### src/rtl/prog_seq_pkg.sv
// Shared types for the front-panel program sequencer: FSM states, control codes
// and the 14-bit program word layout {ctl, opcode, operand}.
package prog_seq_pkg;

  localparam int CTL_W    = 2;
  localparam int OPC_W    = 4;
  localparam int OPND_W   = 8;
  localparam int WORD_W   = CTL_W + OPC_W + OPND_W;
  localparam int ISSUED_W = 8;

  typedef enum logic [2:0] {
    ST_IDLE,
    ST_FETCH,
    ST_SETUP,
    ST_PRESS,
    ST_RELEASE,
    ST_DONE
  } state_t;

  typedef enum logic [CTL_W-1:0] {
    CTL_ISSUE = 2'b00,
    CTL_HALT  = 2'b01,
    CTL_SKIPZ = 2'b10,
    CTL_SKIPC = 2'b11
  } ctl_t;

  typedef struct packed {
    ctl_t               ctl;
    logic [OPC_W-1:0]   opcode;
    logic [OPND_W-1:0]  operand;
  } word_t;

endpackage

### src/rtl/prog_seq_mem.sv
// Program store: PROG_DEPTH words, synchronous write, asynchronous read.
// Contents survive reset on purpose so a program can be replayed after one.
module prog_seq_mem
  import prog_seq_pkg::*;
#(
  parameter int PROG_DEPTH = 16
) (
  input  logic                          clock,
  input  logic                          we,
  input  logic [$clog2(PROG_DEPTH)-1:0] waddr,
  input  word_t                         wdata,
  input  logic [$clog2(PROG_DEPTH)-1:0] raddr,
  output word_t                         rdata
);

  word_t mem [PROG_DEPTH];

  always_ff @(posedge clock) begin
    if (we) begin
      mem[waddr] <= wdata;
    end
  end

  assign rdata = mem[raddr];

endmodule

### src/rtl/program_sequencer.sv
// Replays a stored opcode/operand program onto the datapath front panel as timed
// key_0 strokes. Define PROG_SEQ_SKIP_EN to enable the SKIPZ/SKIPC flag skips.
module program_sequencer
  import prog_seq_pkg::*;
#(
  parameter int PROG_DEPTH     = 16,
  parameter int SETUP_CYCLES   = 1,
  parameter int PRESS_CYCLES   = 2,
  parameter int RELEASE_CYCLES = 2
) (
  input  logic                          clock,
  input  logic                          reset,
  input  logic                          prog_we,
  input  logic [$clog2(PROG_DEPTH)-1:0] prog_addr,
  input  logic [WORD_W-1:0]             prog_data,
  input  logic                          start,
  input  logic                          cFlag,
  input  logic                          zFlag,
  output logic                          key_0,
  output logic [OPC_W-1:0]              opcode,
  output logic [OPND_W-1:0]             switchInput,
  output logic                          busy,
  output logic                          done,
  output logic [$clog2(PROG_DEPTH)-1:0] pc,
  output logic [ISSUED_W-1:0]           issued
);

  localparam int AW    = $clog2(PROG_DEPTH);
  localparam int CNT_W = 16;
  localparam logic [CNT_W-1:0] SETUP_LAST   = CNT_W'(SETUP_CYCLES - 1);
  localparam logic [CNT_W-1:0] PRESS_LAST   = CNT_W'(PRESS_CYCLES - 1);
  localparam logic [CNT_W-1:0] RELEASE_LAST = CNT_W'(RELEASE_CYCLES - 1);

  state_t           state, state_next;
  word_t            word;
  logic [CNT_W-1:0] cnt;
  logic [AW-1:0]    pc_next;
  logic [AW:0]      skip_target;
  logic             is_skip;
  logic             skip_flag;

  function automatic logic [ISSUED_W-1:0] sat_inc(input logic [ISSUED_W-1:0] v);
    return (v == '1) ? v : v + ISSUED_W'(1);
  endfunction

  prog_seq_mem #(.PROG_DEPTH(PROG_DEPTH)) u_mem (
    .clock (clock),
    .we    (prog_we && !busy),
    .waddr (prog_addr),
    .wdata (word_t'(prog_data)),
    .raddr (pc),
    .rdata (word)
  );

`ifdef PROG_SEQ_SKIP_EN
  assign is_skip   = word.ctl inside {CTL_SKIPZ, CTL_SKIPC};
  assign skip_flag = (word.ctl == CTL_SKIPZ) ? zFlag : cFlag;
`else
  // Skip codes fall through to ISSUE, so the flags have no reader.
  logic unused_flags;
  assign unused_flags = cFlag ^ zFlag;
  assign is_skip      = 1'b0;
  assign skip_flag    = 1'b0;
`endif

  always_ff @(posedge clock) begin
    if (reset) begin
      state <= ST_IDLE;
    end else begin
      state <= state_next;
    end
  end

  always_comb begin
    state_next  = state;
    pc_next     = pc;
    skip_target = {1'b0, pc} + (skip_flag ? (AW+1)'(2) : (AW+1)'(1));
    case (state)
      ST_IDLE, ST_DONE: begin
        if (start) begin
          state_next = ST_FETCH;
          pc_next    = '0;
        end
      end
      ST_FETCH: begin
        if (word.ctl == CTL_HALT) begin
          state_next = ST_DONE;
        end else if (is_skip) begin
          // A skip past the last word ends the program rather than wrapping.
          if (skip_target >= (AW+1)'(PROG_DEPTH)) begin
            state_next = ST_DONE;
          end else begin
            pc_next = skip_target[AW-1:0];
          end
        end else begin
          state_next = ST_SETUP;
        end
      end
      ST_SETUP:   if (cnt == SETUP_LAST) state_next = ST_PRESS;
      ST_PRESS:   if (cnt == PRESS_LAST) state_next = ST_RELEASE;
      ST_RELEASE: begin
        if (cnt == RELEASE_LAST) begin
          if (pc == AW'(PROG_DEPTH - 1)) begin
            state_next = ST_DONE;
          end else begin
            state_next = ST_FETCH;
            pc_next    = pc + AW'(1);
          end
        end
      end
      default: state_next = ST_IDLE;
    endcase
  end

  always_comb begin
    key_0 = (state != ST_PRESS);
    busy  = (state != ST_IDLE) && (state != ST_DONE);
    done  = (state == ST_DONE);
  end

  always_ff @(posedge clock) begin
    if (reset) begin
      pc          <= '0;
      cnt         <= '0;
      opcode      <= '0;
      switchInput <= '0;
      issued      <= '0;
    end else begin
      pc  <= pc_next;
      cnt <= (state_next != state) ? '0 : cnt + CNT_W'(1);
      // Operands latch only when a stroke begins, so they hold through release.
      if (state == ST_FETCH && state_next == ST_SETUP) begin
        opcode      <= word.opcode;
        switchInput <= word.operand;
      end
      if (state == ST_PRESS && state_next == ST_RELEASE) begin
        issued <= sat_inc(issued);
      end
    end
  end

endmodule

### config.mk
export PLATFORM = sky130hd
export DESIGN_NAME = program_sequencer
export DESIGN_NICKNAME = d
export VERILOG_FILES = /design/src/rtl/prog_seq_pkg.sv /design/src/rtl/prog_seq_mem.sv /design/src/rtl/program_sequencer.sv
export SDC_FILE = /design/constraint.sdc
export NUM_CORES = 1
export LEC_CHECK = 0
export ABC_AREA = 1
export CORE_MARGIN = 10
export CORE_UTILIZATION = 54
export CTS_CLUSTER_DIAMETER = 40
export DETAILED_ROUTE_END_ITERATION = 8
export GPL_TIMING_DRIVEN = 0
export PLACE_DENSITY = 0.75
export REMOVE_ABC_BUFFERS = 1
export SYNTH_ARGS = -nofsm -noshare
export SYNTH_HDL_FRONTEND = slang
export SYNTH_SLANG_ARGS = --single-unit
### constraint.sdc
create_clock -name clock -period 2.2 [get_ports clock]
set_input_delay 0.44 -clock clock [delete_from_list [all_inputs] [get_ports clock]]
set_output_delay 0.44 -clock clock [all_outputs]
set_load 0.02 [all_outputs]
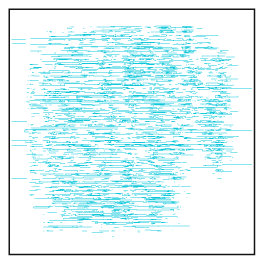
run_1/met1.png
Scale: 1.5 px per µm.
- wire length on this layer: 11100 µm
- share of all routed wire: 38%
- main direction: horizontal
Routed WL: 29200 µm
met1 Resource Use GR: 25.9%

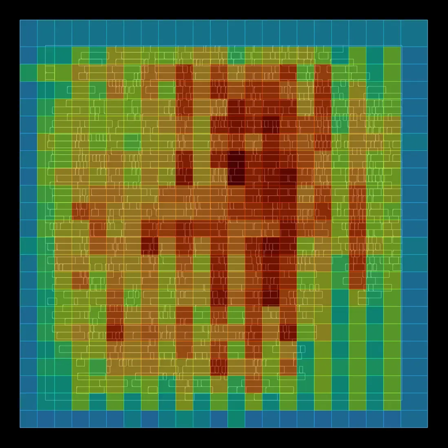
run_1/final_congestion.png
total routing usage reported by global routing: 20.9%
met3 layer usage reported by global route: 4.37%

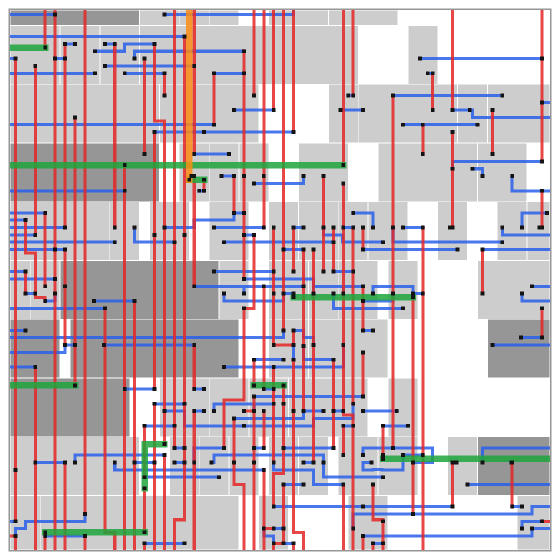
run_1/zoom.png
Window x 109 to 134, y 109 to 134 µm. Cells in grey, sequential cells in the stronger grey; small squares are vias.
- green: met3
- orange: met4
- blue: met1
- red: met2
- most frequent: inv_1 (10), nand2_1 (7), nand3_1 (6)
- cells with their middle in the window: 60
- netlist names of flops here include: state (2), pc (1)
- sequential cells in the window: 4

==> results.txt, run 1 <==
Flow results are below.

- around 50 I/O pins were placed.
- STA classifies the critical path startpoint as a flop.
- The portion of the layout cell area used by clock cells is 8.72%, for reference.
- The global router reports that the layer with the highest usage is met2.
- The area share of fa/ha/maj cells after synthesis is 0.571%, for reference.
- Setup total negative slack on the finished layout was measured at 0 ps.
- The routed design uses roughly 14000 µm of met2 wire.
- The core region is 20100 µm².
- The largest stage delay on the critical path is 360 ps, for reference.
- Hold timing on the final database bottoms out at a slack of ~500 ps.
- In this run, distinct cell masters in the synthesized netlist total 38.
- The fraction of power spent switching nets is 30.7%, for reference.
- The pre-CTS worst setup slack is -1650 ps, for reference.
- The report lists the cells along the critical path as buf_16, inv_16, nand2_1, nand2_1, nand2_1, nand3_1, nand3_2, nand3_4, nand3_4, buf_4, inv_8, nor2_1, nor2_1.
- The sink of the worst hold path is switchInput[1], for reference.
- The most common cell in the synthesized netlist is sky130_fd_sc_hd__edfxtp_1, for reference.
- The internal portion of total power is 10700 µW, for reference.
- The register with the most flip-flops in the final layout is u_mem.mem.
- For this floorplan the total number of well-tap instances is 270.
- At the pin with the least slew margin, the transition time is between 600 and 700 ps.
- The run finished with clean final reports.
- The combinational fraction of design power is 23.6%, for reference.
- Summed over all layers, the global routing overflow is 0.
- After synthesis the cells add up to 11000 µm².
- The power density relative to cell area is 1130 nW/µm², for reference.
- The wire length per cell is 22.5 µm, for reference.
- The met2 track demand over resource is 34.6%, for reference.
- The source of the worst hold timing path is switchInput[1], for reference.
- The most common logic cells in the final layout are sky130_fd_sc_hd__edfxtp_1, sky130_fd_sc_hd__nor2_1, sky130_fd_sc_hd__o21ai_0.
- OpenSTA lists the critical path endpoint as switchInput[3].
- The cell-mix breakdown from Yosys lists the compound-gate area share as 10.7%.
- The detailed-placement wirelength estimate is 14500 µm, for reference.
- The reported leakage power is 0.00468 µW, for reference.
- The post-detailed-route count of antenna-violating nets is 0, for reference.
- The residual DRC count is 0, for reference.
- The number of stages on the worst hold path is 2, for reference.
- At the end of the flow, the number of nets in the layout was a little over 1000.
- The max-slew violation total from the final report is 0, for reference.
- Looking at the cell usage after synthesis, the top flip-flop cell is sky130_fd_sc_hd__edfxtp_1.
- The final setup violation count is 0, for reference.
- The number of clock buffers inserted by TritonCTS is 35, for reference.
- Yosys shows that the main logic family after synthesis is simple AND/OR/NAND/NOR gates.
- Post-route period utilization is reported as 99.9%.
- Yosys reported a register bit count of ~270.
- In the final layout, the registers with the most flip-flops are u_mem.mem: 224 flops, cnt: 16 flops.
- The portion of synthesized area spent on multiplexers is 0%.
- The worst clock skew is 14.0 ps, for reference.
- The net switching power in the latest report is approximately 4800 µW.
- The path class of the lowest-slack min-delay path is flop to flop, for reference.
- The synthesized-area fraction occupied by and/or/nand/nor cells is 13.4%, for reference.
- Yosys printed 0 warnings.
- Among all cell classes, the greatest summed area belongs to flip-flops and latches.
- The area of the chip is ~26000 µm², for reference.
- The number of antenna violations at the first check in global routing came to 1.
- The sequential share of cell area is between 50% and 60%, for reference.
- The timing report gives the clock slew at the launch and capture registers of the worst setup and hold paths as 60 ps.
- The layout overhead on the synthesized area is 25.0%, for reference.
- The weighted congestion reported at the end of routability-driven placement is approximately 0.80, for reference.
- According to the timing report, the data required time at the worst endpoint equals 2640 ps.
- The maximum fanout count along the critical path is 49, for reference.
- For this design, the sink count on the clock tree is 271.
- The total cell area at the placement stage is approximately 12000 µm², for reference.
- The part of the power in registers is between 30 and 40%, for reference.
- The count of non-CTS buffers in the layout is 98, for reference.
- The buffer-and-inverter tally for the worst setup path is 4, for reference.
- The first global-routing pass estimated 42700 µm of wire.
- The register with the most flip-flops in the layout has 224 of them.
- The number of inserted filler cells in the final layout is 1324, for reference.
- The filler-free cell count of the finished design is 1298, for reference.
- The final report gives the core utilization as 68.1%.
- The routed design shows a via density per instance of 6.00.
- Combinational cells consume a total of between 3000 and 4000 µW.
- The die boundary height is 162 µm, for reference.
- The largest area contributor in the synthesized netlist is sky130_fd_sc_hd__edfxtp_1, for reference.
- The stage logs contain a warning count of 31.
- The number of search-and-repair iterations in the first detailed-routing pass is 6, for reference.
- For the worst-skew pair, the clock arrives at the later sink with an insertion delay of 510 ps.
run_1/registers.png
Scale: 3 px per µm. Other sequential cells in the stronger grey, the rest of the logic in the fainter grey.
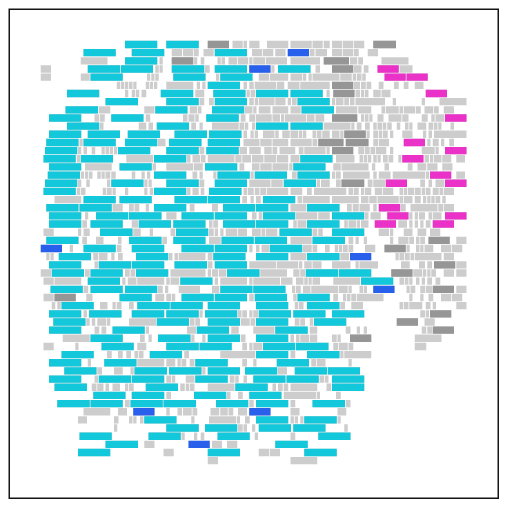

==> run 2, diff against run 1 <==
--- a/config.mk
+++ b/config.mk
@@ -7,11 +7,11 @@
 export LEC_CHECK = 0
 export ABC_AREA = 1
 export CORE_MARGIN = 10
-export CORE_UTILIZATION = 54
+export CORE_UTILIZATION = 55
 export CTS_CLUSTER_DIAMETER = 40
 export DETAILED_ROUTE_END_ITERATION = 8
 export GPL_TIMING_DRIVEN = 0
-export PLACE_DENSITY = 0.75
+export PLACE_DENSITY = 0.74
 export REMOVE_ABC_BUFFERS = 1
 export SYNTH_ARGS = -nofsm -noshare
 export SYNTH_HDL_FRONTEND = slang
==> constraint.sdc (replaced) <==
create_clock -name clock -period 2.7 [get_ports clock]
set_input_delay 0.54 -clock clock [delete_from_list [all_inputs] [get_ports clock]]
set_output_delay 0.54 -clock clock [all_outputs]
set_load 0.02 [all_outputs]
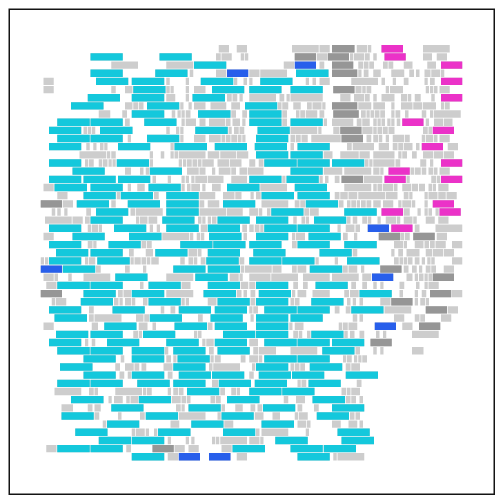
run_2/registers.png
Scale: 3 px per µm. Other sequential cells in the stronger grey, the rest of the logic in the fainter grey.
- cyan: u_mem.mem (placed flops 224)
- magenta: cnt (placed flops 16)
- blue: switchInput (placed flops 8)
Power Sequential: 4920 µW
Layout Utilization: 67.5%

==> run 2 against run 1 <==
The flow now finishes with violations (setup timing); area after synthesis unchanged; flip-flop count unchanged; via count shrank 4.3%; sequential share of layout area is 2.2 points higher; critical endpoint is now u_mem.mem[1][8]; fmax down 21%; hold slack worse by 4.6 ps; wire length decreased by 7.9%; power shrank 21%; global-route usage shrank 1.5 points; combinational power fell by 25%; cell count is 2.4% lower; largest power group unchanged.
==> results.txt, run 2 <==
Flow results are below.

- The report lists the cells along the critical path as nand3_1, o21ai_1, inv_1, nor2_1, nand3_1, nor2_2.
- The endpoint required time on the critical path was 2820 ps (+180 ps).
- The number of cells on the worst reg-to-reg path is 6, for reference.
- The worst VDD IR drop from the latest analysis is 0.622 mV.
- The synthesized area came to 11000 µm² (unchanged).
- The largest stage delay on the critical path is 830 ps (+470 ps), for reference.
- The capture point of the critical path was reported as u_mem.mem[1][8].
- The count of non-CTS buffers in the layout came to 67 (-32%).
- The CTS tree is done, for reference.
- The sink count of the clock tree is 271 (unchanged).
- The pre-CTS worst setup slack is -1120 ps (+526 ps), for reference.
- The number of antenna violations at the first check in global routing is 0 (-1), for reference.
- The total wirelength of the detailed-routed design came to 26800 µm (-7.9%).
- The flop and latch count out of synthesis was 271 (unchanged).
- The combinational fraction of design power is 22.3% (-1.3 points), for reference.
- In the layout the commonest cells are sky130_fd_sc_hd__edfxtp_1, sky130_fd_sc_hd__nor2_1, sky130_fd_sc_hd__o21ai_0.
- Among all cell types in the netlist, the one instantiated most often is sky130_fd_sc_hd__edfxtp_1.
- The critical path launch point type is a flop, for reference.
- The met2 track demand over resource is 32.7% (-2.0 points), for reference.
- The number of inserted filler cells in the final layout is 1404 (+6.0%).
- The average instance in the mapped netlist occupies 12.0 µm².
- The sequential share of cell area is 58.3% (+2.2 points).
- ~530 cells are multi-input combinational gates.
- The registers reported with the highest flop counts are u_mem.mem: 224 flops, cnt: 16 flops.
- The weighted congestion reported at the end of routability-driven placement is 0.798 (-0.72%).
- The area of the chip was 26000 µm² (-1.6%).
- The CTS H-tree depth is 2, for reference.
- The wire length per cell came to 21.2 µm (-5.7%).
- The post-detailed-route count of antenna-violating nets is 0 (unchanged), for reference.
- The count of hold buffers inserted by post-cts repair is 0, for reference.
- The source of the worst hold timing path is switchInput[1], for reference.
- The number of search-and-repair iterations in the first detailed-routing pass is 6 (unchanged), for reference.
- The final layout report lists a non-clock inverter count of 64.
- The residual DRC count is 0 (unchanged).
- The filler-free cell count of the finished design is 1267 (-2.4%), for reference.
- The max-slew violation total from the final report is 0 (unchanged).
- The leading register cell type out of synthesis is sky130_fd_sc_hd__edfxtp_1, for reference.
- The critical path runs through a total of 6 cells.
- The die boundary height is 161 µm (-0.80%), for reference.
- The highest clock frequency the design can meet is 359 MHz, for reference.
- The total vias in the final route is 7458, for reference.
- The synthesized-area fraction occupied by and/or/nand/nor cells is 13.4% (unchanged), for reference.
- The clock transition time at the flip-flop clock pins of the worst setup and hold paths came to 60 ps (about the same).
- The kind of capture point of the worst setup path is a flop, for reference.
- The total cell area at the placement stage is 11800 µm² (-0.32%), for reference.
- The power density relative to cell area was 929 nW/µm² (-18%).
- Counting flops per register, the top entry is u_mem.mem.
- The share of the clock period used by the worst path was 103% (+3.4 points).
- The highest-count logic cell in the final layout is sky130_fd_sc_hd__edfxtp_1, for reference.
- The critical path in the final layout is reported with a setup slack of -88.8 ps.
- Among the non-sequential cells, simple AND/OR/NAND/NOR gates take the most area.
- The number of library cell types mapped by synthesis came to 38 (unchanged).
- The overall overflow remaining after global route is 0 (unchanged).
- The global routing usage summed across all routing layers was 19.4% (-1.5 points).
- The detailed-placement wirelength estimate was 14800 µm (+2.2%).
- The slew check shows that the tightest pin keeps a relative margin of 35.3%.
- The arrival time reported for the critical path endpoint is 2910 ps, for reference.
- For flop-to-flop paths, the worst setup slack is -90 ps.
- The area share of fa/ha/maj cells after synthesis is 0.571% (unchanged).
- The sink of the worst hold path is switchInput[1], for reference.
- The met1 routing resource usage after global routing is 23.8% (-2.1 points), for reference.
- The total of warnings raised by yosys is 0 (unchanged), for reference.
- The summed area of non-filler cells in the final layout is 13200 µm², for reference.
- The maximum fanout count along the critical path is 14 (-71%).
- The final setup violation count is 25 (+25).
- The synthesized-area fraction occupied by ao, oa, aoi and oai cells is 10.7% (unchanged), for reference.
- Sorting the synthesized cells by how often they occur yields sky130_fd_sc_hd__edfxtp_1, sky130_fd_sc_hd__nor2_1, sky130_fd_sc_hd__o21ai_0, sky130_fd_sc_hd__nand2_1, sky130_fd_sc_hd__inv_1.
- The fraction of power spent switching nets was 31.4% (+0.67 points).
- The layout overhead on the synthesized area is 20.2%, for reference.
- The first routing iteration left 880 violations.
- The number of flops mapped to enable cells by yosys is 224, for reference.
- The first-pass GRT wire length is 39800 µm (-6.8%).
- In the finished layout, the clock tree contains a buffer count of about 42.
- The portion of the layout cell area used by clock cells is 8.88% (+0.16 points), for reference.
- The total design power is 12200 µW, for reference.
- The flow ran to the end, but the final reports show violations.
- The total combinational power came to 2730 µW (-25%).
- The part of the power in registers was 40.2% (+1.5 points).
- The total instance count after detailed placement is 1195, for reference.
- The via count of the first global-routing pass was 7232.
- The number of primary I/O pins is 51 (unchanged), for reference.
- The launching element of the worst setup path is state[2], for reference.
- The proportion of cell area occupied by multi-input gates is 22.2%, for reference.
- The path class of the lowest-slack min-delay path is flop to flop, for reference.
- The count of inserted tapcells is 265 (-1.9%).
- The biggest area contributor in the post-synthesis netlist is sky130_fd_sc_hd__edfxtp_1.
- The latest clock arrival within the worst-skew pair is 520 ps (about the same), for reference.
- The met3 usage was 4.58% (+0.20 points).
- The number of sequential storage elements is 271, for reference.
- The average vias per placed instance is 5.89 (-1.9%).
- The chip area from the yosys synthesis statistics is 11000 µm², for reference.
- The portion of netlist area occupied by mux cells is 0% (unchanged).
- The reported net switching power is 3850 µW (-19%), for reference.
- The reported leakage power is 0.00444 µW (-5.1%), for reference.
- The number of clock buffers inserted by TritonCTS is 36 (+2.9%), for reference.
- The area of the core is 19500 µm² (-2.9%), for reference.
- The sum of negative setup slack is -1100 ps (-1100 ps), for reference.
- The worst clock skew is 28.5 ps (+14.5 ps).
- The met2 wire length is 13500 µm (-4.4%).
- The cell class ranked first by area is flip-flops and latches, for reference.
- The number of warnings in the stage logs is 31 (unchanged), for reference.
- The worst hold slack is 482 ps (-4.60 ps).
- The number of stages on the worst hold path is 2 (unchanged), for reference.
- The layer flagged by global routing as most heavily used is met2.
- The antenna cell count is 0, for reference.
- The final count of hold timing violations is 0, for reference.
- The final reports fail on setup timing.
- The post-layout net count is 1003 (-2.9%), for reference.
- The routed length on met1 is around 10000 µm, for reference.
- The worst setup path is of the flop to flop kind.
- The number of flip-flops under the largest register name is 224 (unchanged), for reference.
- The actual transition at the worst max-transition pin is 969 ps (+343 ps), for reference.
- The internal portion of total power was 8400 µW (-22%).
- The buffer-and-inverter tally for the worst setup path was 1 (-3).
run_2/final_congestion.png
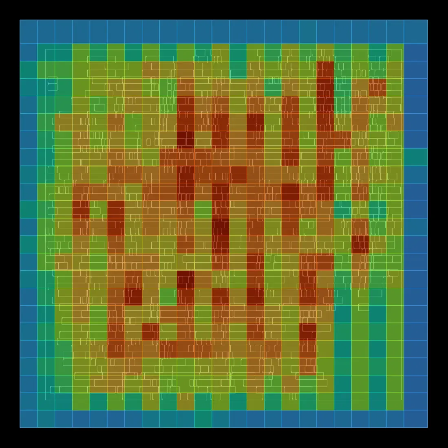

==> run 3, diff against run 2 <==
--- a/config.mk
+++ b/config.mk
@@ -13,6 +13,7 @@
 export GPL_TIMING_DRIVEN = 0
 export PLACE_DENSITY = 0.74
 export REMOVE_ABC_BUFFERS = 1
+export SLEW_MARGIN = 40
 export SYNTH_ARGS = -nofsm -noshare
 export SYNTH_HDL_FRONTEND = slang
 export SYNTH_SLANG_ARGS = --single-unit
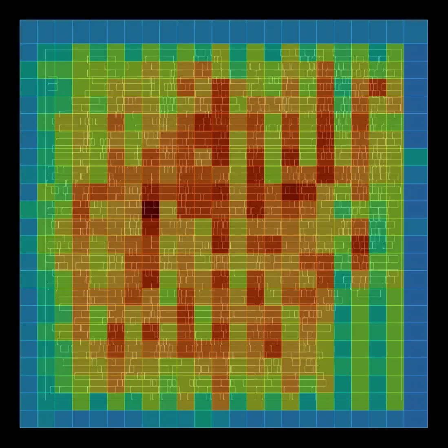
run_3/final_congestion.png
met2 track utilization from global routing: 33.8%
met1 Resource Use GR: 22.6%

==> run 3 against run 2 <==
Clock skew shrank 8.4 ps; synthesized cell count unchanged; sequential power barely moved; final area grew 1.7%; combinational power is 2% higher; cell count increased by 0.87%; the flow now finishes without violations; via count rose by 0.34%; critical path depth unchanged; global-route usage is 0.22 points higher.
==> results.txt, run 3 <==
Flow results are below.

- The via count of the first global-routing pass is 7208 (-0.33%), for reference.
- In this run the worst setup path begins at state[2].
- The number of antenna violations at the first check in global routing is 0 (unchanged).
- The routed length on met1 is 10400 µm (-0.28%).
- The final count of hold timing violations is 0 (unchanged), for reference.
- The reported net switching power is 3830 µW (-0.31%).
- The total combinational power was 2780 µW (+2%).
- The number of flip-flops under the largest register name is 224 (unchanged), for reference.
- The total of warnings raised by yosys is 0 (unchanged).
- The number of flops mapped to enable cells by yosys is 224 (unchanged), for reference.
- The post-layout net count came to 1016 (+1.3%).
- The sequential group power is 4910 µW (about the same), for reference.
- The first-pass GRT wire length is 39900 µm (+0.26%).
- The path class of the tightest hold or removal check is flop to flop.
- The portion of the layout cell area used by clock cells is 8.90% (+0.023 points).
- The area of the core is 19500 µm² (unchanged), for reference.
- The overall overflow remaining after global route came to 0 (unchanged).
- The combinational fraction of design power is 22.5% (+0.2 points), for reference.
- The register area is roughly 7700 µm², for reference.
- The antenna cell count is 0 (unchanged).
- The actual transition at the worst max-transition pin is 699 ps (-270 ps), for reference.
- The total design power was 12400 µW (+0.97%).
- The post-layout worst setup margin is 79.2 ps (+168 ps), for reference.
- The power density relative to cell area was 923 nW/µm² (-0.68%).
- The summed area of non-filler cells in the final layout came to 13400 µm² (+1.7%).
- The internal portion of total power is 8530 µW (+1.6%), for reference.
- The worst setup path is captured at a flop.
- Per the synthesis report, the dominant area consumer among library cells is sky130_fd_sc_hd__edfxtp_1.
- The count of inserted tapcells is 265 (unchanged), for reference.
- More flip-flops sit in one register than any other, and that register is u_mem.mem.
- The number of search-and-repair iterations in the first detailed-routing pass was 6 (unchanged).
- In the synthesized netlist, the cells that appear most often are sky130_fd_sc_hd__edfxtp_1, sky130_fd_sc_hd__nor2_1, sky130_fd_sc_hd__o21ai_0, sky130_fd_sc_hd__nand2_1, sky130_fd_sc_hd__inv_1.
- The number of sequential storage elements is 271 (unchanged), for reference.
- The met3 wire length is 2200 µm, for reference.
- The total vias in the final route is 7483 (+0.34%).
- The most common cell in the synthesized netlist is sky130_fd_sc_hd__edfxtp_1, for reference.
- The CTS H-tree depth is 2 (unchanged).
- The met3 usage came to 5.13% (+0.56 points).
- The arrival time reported for the critical path endpoint is 2760 ps (-150 ps), for reference.
- The endpoint required time on the critical path is 2840 ps (+20 ps), for reference.
- The sequential share of cell area was 57.3% (-0.95 points).
- The sink count of the clock tree is 271 (unchanged), for reference.
- The wire length per cell was 21.2 µm (about the same).
- The count of hold buffers inserted by post-cts repair is 0 (unchanged), for reference.
- The number of clock buffers inserted by TritonCTS is 36 (unchanged), for reference.
- Looking at the cell usage after synthesis, the top flip-flop cell is sky130_fd_sc_hd__edfxtp_1.
- Counting only logic cells after layout, the most numerous master is sky130_fd_sc_hd__edfxtp_1.
- The flow ran to the end, and the final reports show no timing, DRC or antenna violations.
- The uppermost signal routing layer after detailed routing is met4, for reference.
- In the final design, more cell area goes to flip-flops and latches than to any other class.
- The highest ir drop seen on vdd was 0.599 mV (-3.7%).
- The part of the power in registers came to 39.7% (-0.5 points).
- The synthesized area is 11000 µm² (unchanged).
- After global routing, the most crowded layer is met2.
- The total cell area at the placement stage is 11800 µm² (about the same), for reference.
- The synthesized area per cell was 12.0 µm² (unchanged).
- The detailed-placement wirelength estimate is 14400 µm (-2.4%), for reference.
- The source of the worst hold timing path is switchInput[1], for reference.
- The library cells used most frequently in the layout, excluding fill and tap cells, are sky130_fd_sc_hd__edfxtp_1, sky130_fd_sc_hd__nor2_1, sky130_fd_sc_hd__o21ai_0.
- The path length in cells of the critical path is 6 (unchanged), for reference.
- The area share of fa/ha/maj cells after synthesis was 0.571% (unchanged).
- The sink of the worst hold path is switchInput[1], for reference.
- The total wirelength of the detailed-routed design is 27100 µm (+0.89%), for reference.
- The number of inserted filler cells in the final layout came to 1348 (-4.0%).
- In the synthesized netlist, the dominant kind of combinational cell is simple AND/OR/NAND/NOR gates.
- The core occupancy in the finished layout was 68.6% (+1.1 points).
- The met2 wire length came to 13700 µm (+1.6%).
- The synthesized-area fraction occupied by and/or/nand/nor cells was 13.4% (unchanged).
- In the final layout, the registers with the most flip-flops are u_mem.mem: 224 flops, cnt: 16 flops.
- The proportion of cell area occupied by multi-input gates came to 22.0% (-0.21 points).
- The synthesized-area fraction occupied by ao, oa, aoi and oai cells is 10.7% (unchanged), for reference.
- The average vias per placed instance is 5.86 (-0.53%).
- The largest stage delay on the critical path is 600 ps (-230 ps).
- The weighted congestion reported at the end of routability-driven placement is 0.798 (unchanged), for reference.
- The latest clock arrival within the worst-skew pair is 520 ps (about the same).
- The residual DRC count is 0 (unchanged), for reference.
- The total instance count after detailed placement came to 1188 (-0.59%).
- The worst-case register-to-register setup slack is 80 ps (+170 ps), for reference.
- The number of library cell types mapped by synthesis is 38 (unchanged).
- The filler-free cell count of the finished design is 1278 (+0.87%), for reference.
- The worst setup path endpoint is u_mem.mem[1][8], for reference.
- The number of DRC markers in iteration 0 is 683 (-22%), for reference.
- The number of stages on the worst hold path came to 2 (unchanged).
- The flop and latch count out of synthesis was 271 (unchanged).
- The number of primary I/O pins was 51 (unchanged).
- The clock transition time at the flip-flop clock pins of the worst setup and hold paths came to 60 ps (about the same).
- The chip area from the yosys synthesis statistics is 11000 µm² (unchanged), for reference.
- The max-slew violation total from the final report is 0 (unchanged), for reference.
- The maximum fanout count along the critical path came to 14 (unchanged).
- The share of the clock period used by the worst path is 97.1% (-6.2 points), for reference.
- The final setup violation count is 0 (-100%), for reference.
- The worst clock skew is 20.1 ps (-8.38 ps), for reference.
- The buffer-and-inverter tally for the worst setup path was 1 (unchanged).
- The post-detailed-route count of antenna-violating nets is 0 (unchanged), for reference.
- The count of multi-input combinational gates is 534 (unchanged), for reference.
Power and IR drop assume default switching activity.
